### src/rtl/raster_pkg.sv
// Shared types and defaults for the rasterizer front end.
//   coord_t      : signed screen/vertex coordinate
//   bbox_t       : axis-aligned bounding box {min_x, max_x, min_y, max_y}
//   iter_state_t : pixel iterator FSM states
// Also holds signed min/max helpers used by the bounding-box logic.
package raster_pkg;

  localparam int COORD_W_DEF  = 16;
  localparam int SCREEN_W_DEF = 320;
  localparam int SCREEN_H_DEF = 240;

  typedef logic signed [COORD_W_DEF-1:0] coord_t;

  typedef struct packed {
    coord_t min_x;
    coord_t max_x;
    coord_t min_y;
    coord_t max_y;
  } bbox_t;

  typedef enum logic [1:0] {
    IDLE  = 2'd0,
    SETUP = 2'd1,
    SCAN  = 2'd2,
    DONE  = 2'd3
  } iter_state_t;

  function automatic coord_t smin(input coord_t a, input coord_t b);
    return (a < b) ? a : b;
  endfunction

  function automatic coord_t smax(input coord_t a, input coord_t b);
    return (a > b) ? a : b;
  endfunction

endpackage

### src/rtl/bbox_clamp.sv
// Combinational bounding box of a triangle, intersected with the screen.
// Ports:
//   x0..y2 : signed vertex coordinates
//   box    : clamped box (min clamped up to 0, max clamped down to edge)
//   empty  : box does not intersect the screen
module bbox_clamp
  import raster_pkg::*;
#(
  parameter int SCREEN_W = SCREEN_W_DEF,
  parameter int SCREEN_H = SCREEN_H_DEF
) (
  input  coord_t x0,
  input  coord_t y0,
  input  coord_t x1,
  input  coord_t y1,
  input  coord_t x2,
  input  coord_t y2,
  output bbox_t  box,
  output logic   empty
);

  localparam coord_t X_HI = coord_t'(SCREEN_W - 1);
  localparam coord_t Y_HI = coord_t'(SCREEN_H - 1);
  localparam coord_t ZERO = '0;

  coord_t lo_x, hi_x, lo_y, hi_y;

  // Only the lower bound is raised and the upper bound lowered, so a box
  // lying wholly off one side ends up with min > max and reads as empty.
  always_comb begin
    lo_x  = smax(smin(smin(x0, x1), x2), ZERO);
    hi_x  = smin(smax(smax(x0, x1), x2), X_HI);
    lo_y  = smax(smin(smin(y0, y1), y2), ZERO);
    hi_y  = smin(smax(smax(y0, y1), y2), Y_HI);
    empty = (lo_x > hi_x) || (lo_y > hi_y);
    box   = '{min_x: lo_x, max_x: hi_x, min_y: lo_y, max_y: hi_y};
  end

endmodule

### src/rtl/pixel_iterator.sv
// Rasterizer pixel stream producer. Accepts one triangle per handshake,
// holds its vertices on o_x*/o_y*, and walks the screen-clipped bounding
// box in raster order, one candidate pixel per cycle.
// Ports:
//   i_clk, i_rst_n         : clock, synchronous active-low reset
//   i_tri_valid/o_tri_ready: triangle handshake (ready only in IDLE)
//   i_x0..i_y2             : incoming vertices
//   o_x0..o_y2             : latched vertices, stable for the traversal
//   i_stall                : freezes traversal while in SCAN
//   o_p_x, o_p_y, o_valid  : current pixel and its qualifier
//   o_done                 : one-cycle end-of-triangle pulse
//   o_busy                 : any state other than IDLE
module pixel_iterator
  import raster_pkg::*;
#(
  parameter int SCREEN_W = SCREEN_W_DEF,
  parameter int SCREEN_H = SCREEN_H_DEF,
  parameter int COORD_W  = COORD_W_DEF
) (
  input  logic                      i_clk,
  input  logic                      i_rst_n,
  input  logic                      i_tri_valid,
  output logic                      o_tri_ready,
  input  logic signed [COORD_W-1:0] i_x0,
  input  logic signed [COORD_W-1:0] i_y0,
  input  logic signed [COORD_W-1:0] i_x1,
  input  logic signed [COORD_W-1:0] i_y1,
  input  logic signed [COORD_W-1:0] i_x2,
  input  logic signed [COORD_W-1:0] i_y2,
  output logic signed [COORD_W-1:0] o_x0,
  output logic signed [COORD_W-1:0] o_y0,
  output logic signed [COORD_W-1:0] o_x1,
  output logic signed [COORD_W-1:0] o_y1,
  output logic signed [COORD_W-1:0] o_x2,
  output logic signed [COORD_W-1:0] o_y2,
  input  logic                      i_stall,
  output logic signed [COORD_W-1:0] o_p_x,
  output logic signed [COORD_W-1:0] o_p_y,
  output logic                      o_valid,
  output logic                      o_done,
  output logic                      o_busy
);

  iter_state_t state;
  bbox_t       box;
  logic        box_empty;

  // Box limits needed while scanning; min_y is only used once at SETUP.
  logic signed [COORD_W-1:0] min_x_p1, max_x_p1, max_y_p1;

  assign o_tri_ready = (state == IDLE);

  // Fed from the latched vertices, so the result is settled during SETUP.
  bbox_clamp #(
    .SCREEN_W (SCREEN_W),
    .SCREEN_H (SCREEN_H)
  ) u_bbox (
    .x0    (o_x0),
    .y0    (o_y0),
    .x1    (o_x1),
    .y1    (o_y1),
    .x2    (o_x2),
    .y2    (o_y2),
    .box   (box),
    .empty (box_empty)
  );

  // SETUP -> SCAN boundary: capture the traversal limits.
  always_ff @(posedge i_clk) begin
    if (state == SETUP) begin
      min_x_p1 <= box.min_x;
      max_x_p1 <= box.max_x;
      max_y_p1 <= box.max_y;
    end
  end

  // The pixel outputs double as the traversal counters; they are loaded
  // only on entry to SCAN so they hold their last value outside it.
  always_ff @(posedge i_clk) begin
    if (!i_rst_n) begin
      state   <= IDLE;
      o_valid <= 1'b0;
      o_done  <= 1'b0;
      o_busy  <= 1'b0;
      o_p_x   <= '0;
      o_p_y   <= '0;
      o_x0    <= '0;
      o_y0    <= '0;
      o_x1    <= '0;
      o_y1    <= '0;
      o_x2    <= '0;
      o_y2    <= '0;
    end else begin
      case (state)
        IDLE: begin
          o_done <= 1'b0;
          if (i_tri_valid) begin
            o_x0   <= i_x0;
            o_y0   <= i_y0;
            o_x1   <= i_x1;
            o_y1   <= i_y1;
            o_x2   <= i_x2;
            o_y2   <= i_y2;
            o_busy <= 1'b1;
            state  <= SETUP;
          end
        end
        SETUP: begin
          if (box_empty) begin
            o_done <= 1'b1;
            state  <= DONE;
          end else begin
            o_p_x   <= box.min_x;
            o_p_y   <= box.min_y;
            o_valid <= 1'b1;
            state   <= SCAN;
          end
        end
        SCAN: begin
          if (!i_stall) begin
            if (o_p_x == max_x_p1 && o_p_y == max_y_p1) begin
              o_valid <= 1'b0;
              o_done  <= 1'b1;
              state   <= DONE;
            end else if (o_p_x == max_x_p1) begin
              o_p_x <= min_x_p1;
              o_p_y <= o_p_y + 1'b1;
            end else begin
              o_p_x <= o_p_x + 1'b1;
            end
          end
        end
        DONE: begin
          o_done <= 1'b0;
          o_busy <= 1'b0;
          state  <= IDLE;
        end
        default: state <= IDLE;
      endcase
    end
  end

endmodule

### config.mk
export PLATFORM = sky130hd
export DESIGN_NAME = pixel_iterator
export DESIGN_NICKNAME = d
export VERILOG_FILES = /design/src/rtl/raster_pkg.sv /design/src/rtl/bbox_clamp.sv /design/src/rtl/pixel_iterator.sv
export SDC_FILE = /design/constraint.sdc
export NUM_CORES = 1
export LEC_CHECK = 0
export ABC_AREA = 1
export CORE_MARGIN = 5
export CORE_UTILIZATION = 54
export DETAILED_ROUTE_END_ITERATION = 7
export GPL_TIMING_DRIVEN = 0
export PLACE_DENSITY = 0.82
export SLEW_MARGIN = 20
export SYNTH_ARGS = -nofsm -noshare
export SYNTH_HDL_FRONTEND = slang
export SYNTH_SLANG_ARGS = --single-unit
export TNS_END_PERCENT = 50
### constraint.sdc
create_clock -name i_clk -period 9.7 [get_ports i_clk]
set_input_delay 2.91 -clock i_clk [delete_from_list [all_inputs] [get_ports i_clk]]
set_output_delay 2.91 -clock i_clk [all_outputs]
set_load 0.005 [all_outputs]
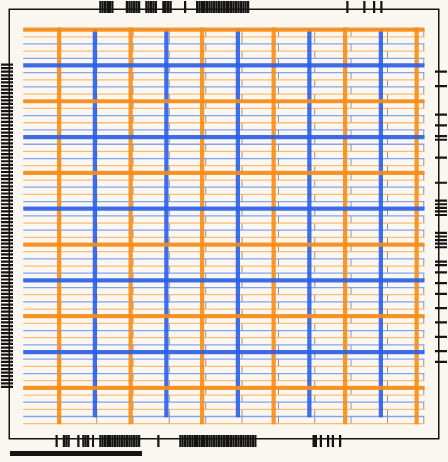
pdn.png
Bar = 50 um. Pins as bars on the die edge. Tap cells in gray.
Blue shows VDD. Orange shows VSS.
313 tap cells. 11 straps on met5. 232 signal pins sit on the boundary. 56 met1 rails follow the rows. The core has 55 rows.
Die Y-Extent: 162 um

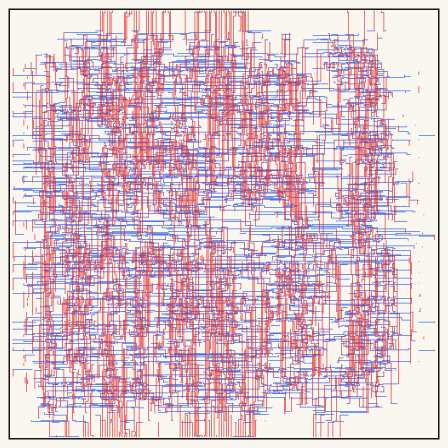
metal_stack.png
Two of the layers only.
Blue shows met1, wire length 17,600 um. Red shows met2, wire length 18,700 um.
Tot GR Track Use: 30.8%
total length of routed wires: 41,000 um
WL/cell: 17.5 um
total via count in the routed design: 13,100

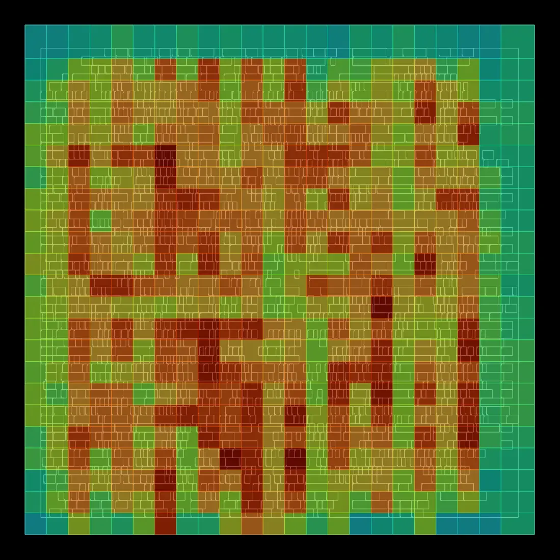
final_congestion.png
end-of-flow core utilization: 69.8%
most utilized layer in the global route result: met2

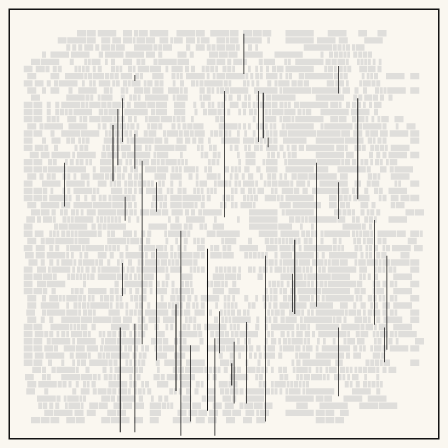
met4.png
The layer carries 1,060 um of wire. The longest straight run is 77.5 um. 34 nets have wire on it. The wires run mostly vertical.

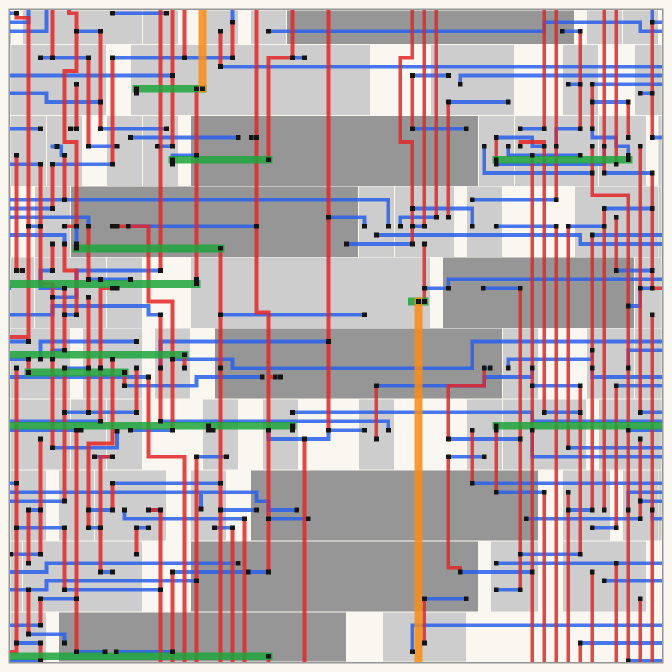
zoom.png
Window x 109 to 134, y 28 to 53 um. Cells in gray, sequential cells in the stronger gray; small squares are vias.
Green shows met3. Orange shows met4. Red shows met2. Blue shows met1.
Netlist names of flops here include max_y_p1 (6), o_p_y (1). 52 logic cells have their middle in the window. Sequential cells in the window: 7. Most frequent: nand2_1 (10), inv_1 (9), edfxtp_1 (6).

==> results.yml <==
# flow metrics
worst_setup_path:
  crit-reg2reg-capture: "o_p_x[7]"
  timing.critical_path.slowest_stage_cell: "sky130_fd_sc_hd__ha_1"
  reg2reg_depth: 49
  setup.worst_path.end_class: "register"
  worst-setup-path-type: "register to register"
  regToRegStartpoint: "o_x1[15]"
  reg2reg_setup_slack_ns: 0.77
  timing.critical_path.from_type: "register"
  required_ns: 10.02
  cpMostUsedCell: "sky130_fd_sc_hd__nand2_1"
  critPathLaunch: "o_x1[15]"
clocking:
  tritoncts: "built"
  cts_resized: 0
  clock_sinks: 181
  cts_root_buffer: "sky130_fd_sc_hd__clkbuf_16"
  htree_levels: 4
  postCtsSetupRepairBufs: 0
  cts.clk_slew.worst_paths_ns: 0.07
  cts_buffers: 17
  max-clock-path-buffers: 2
  cts-hold-fix-buffers: 0
final_timing:
  worst_slew_margin_rel_pct: 46.5
  finalCritPeriodShare_pct: 92.1
  fin_setup_tns_ns: 0
  rsz0062_at_grt: "false"
  tightestPinTransition_ns: 0.782
  fmaxAchievable_mhz: 112
  fin_worst_skew_ns: 0.0182
  finalWorstPathRequiredPeriod_ns: 8.93
  finalHoldViolations: 0
  slew_violations: 0
die:
  die_w_um: 162
  well_tap_cell_count: 313
  fp_util_pct: 55.1
  die_area_um2: 26400
  fp.coreArea_um2: 22800
  ios: 232
  placement_rows: 55
hold_path:
  hold_crit_depth: 2
  hp-class: "register to register"
  holdPathEnd: "o_valid"
  hp-start: "o_valid"
grt:
  grt_max_degree: 28
  grt_overflow: 0
  vias_in_the_first_global_route: 12500
  grt_use_met1_pct: 42.2
  global_route.usage.met2_pct: 50.2
  antenna_violations_before_repair: 1
finish:
  layout_top_cell_excl_fill_tap: "sky130_fd_sc_hd__nand2_1"
  signal_buffers: 306
  largest_cell_class_by_area: "multi-input combinational cells"
  final.clkbuf_count: 23
  comb_area_um2: 7370
  flop_area_um2: 4100
  finish.net_count: 2247
  synthToLayoutAreaGrowth_pct: 26.7
  flop-count: 181
  comb.multi_input.count: 1302
  drive_gt1_share_pct: 4.49
  layout.buffer.nonclock.area_share_pct: 16.8
  area_share_clock_buf_inv_pct: 3.71
  filler_cell_count: 1881
  mostFrequentLayoutCells: "sky130_fd_sc_hd__nand2_1, sky130_fd_sc_hd__o21ai_0, sky130_fd_sc_hd__clkdlybuf4s50_1"
  inverters_excl_clock: 205
run:
  log_warnings: 29
  timing.max_cap.violations: 0
yosys:
  netlist_instances: 1762
  synth_area_per_cell_um2: 7.13
  synth.largest_area_cell: "sky130_fd_sc_hd__dfxtp_1"
  yosys-mux-area-fraction_pct: 0
  ys_async_sr_fraction_pct: 0
  yosys-stat-cells: 1762
  mappedNetlistArea_um2: 12600
  post_synth_main_area_contributors: "sky130_fd_sc_hd__dfxtp_1, sky130_fd_sc_hd__ha_1, sky130_fd_sc_hd__edfxtp_1"
  yosysTopAreaCellShare_pct: 21.2
  yosys-stat-area_um2: 12600
  xor_share_pct: 3.70
  edf_count: 48
  postSynthSeqShare_pct: 32.7
  synth_adder_area_share_pct: 13.4
  ys_seq_elements: 181
  ys.warnings.count: 0
  ys_sh_simple_pct: 21.7
placed_design:
  dp.final_hpwl_um: 33500
  routabilityCongestion: 0.988
  numPortBuffers: 230
drt:
  route.met2.wl_um: 18700
  wl_met3_um: 3700
  routed.top_layer: "met5"
  drcViolationCount: 0
  ant_nets: 0
  drt_pre_antenna_iters: 6
  first_iter_violations: 1239
status:
  status: "complete, no violations"
==> worst max-delay path, delay by kind of cell (launching register included) <==
kind                       cells  cell delay [ns]
AOI/OAI and AO/OA             15             2.79
xor gates and xnor gates       1             0.19
adders and majority gates      4             1.34
buffers and inverters          9             1.70
DFF                            1             0.36
and+or+nand+nor               20             2.43
==> how the worst max path moves through the flow <==
stage / to
floorplan: o_p_x[15]
global placement: o_p_x[7]
detailed placement: o_p_x[7]
CTS: o_p_x[7]
global route: o_p_x[7]
finish: o_p_x[7]
==> stage by stage <==
stage	instance area [um2]	worst slack, ns	hold WS (ns)	instances
3_5_place_dp	15300	0.501	0.468	2308
4_1_cts	15900	0.323	0.479	2340
2_1_floorplan	12600	2.47	0.455	1764
6_report	15900	0.770	0.478	2339
3_3_place_gp	15300	0.679	0.465	2307
5_1_grt	15900	0.0451	0.536	2339
==> logic make-up after synthesis <==
family	after synthesis
AND-OR/OR-AND	476
adder cells (fa/ha/maj)	134
XOR/XNOR	53
other	1
flip-flops	181
AND/OR/NAND/NOR	636
buffers and inverters	281
==> synth_stat cells (2+ instances only) <==
cell / n
sky130_fd_sc_hd__a211oi_1: 6
sky130_fd_sc_hd__a21o_1: 2
sky130_fd_sc_hd__a21oi_1: 205
sky130_fd_sc_hd__a31oi_1: 2
sky130_fd_sc_hd__buf_1: 3
sky130_fd_sc_hd__buf_2: 5
sky130_fd_sc_hd__buf_6: 6
sky130_fd_sc_hd__clkbuf_1: 61
sky130_fd_sc_hd__clkinv_1: 4
sky130_fd_sc_hd__dfxtp_1: 133
sky130_fd_sc_hd__edfxtp_1: 48
sky130_fd_sc_hd__ha_1: 134
sky130_fd_sc_hd__inv_1: 196
sky130_fd_sc_hd__inv_2: 5
sky130_fd_sc_hd__nand2_1: 341
sky130_fd_sc_hd__nand2_2: 10
sky130_fd_sc_hd__nand2_4: 3
sky130_fd_sc_hd__nand3_1: 70
sky130_fd_sc_hd__nand3_2: 3
sky130_fd_sc_hd__nand4_1: 37
sky130_fd_sc_hd__nor2_1: 136
sky130_fd_sc_hd__nor2_2: 4
sky130_fd_sc_hd__nor3_1: 12
sky130_fd_sc_hd__nor3b_1: 4
sky130_fd_sc_hd__nor4_1: 4
sky130_fd_sc_hd__o211a_1: 2
sky130_fd_sc_hd__o211ai_1: 2
sky130_fd_sc_hd__o21a_1: 6
sky130_fd_sc_hd__o21ai_0: 237
sky130_fd_sc_hd__o21ai_1: 2
sky130_fd_sc_hd__o21ai_2: 2
sky130_fd_sc_hd__o221ai_1: 5
sky130_fd_sc_hd__o31ai_1: 2
sky130_fd_sc_hd__or2_2: 8
sky130_fd_sc_hd__xnor2_1: 33
sky130_fd_sc_hd__xor2_1: 20
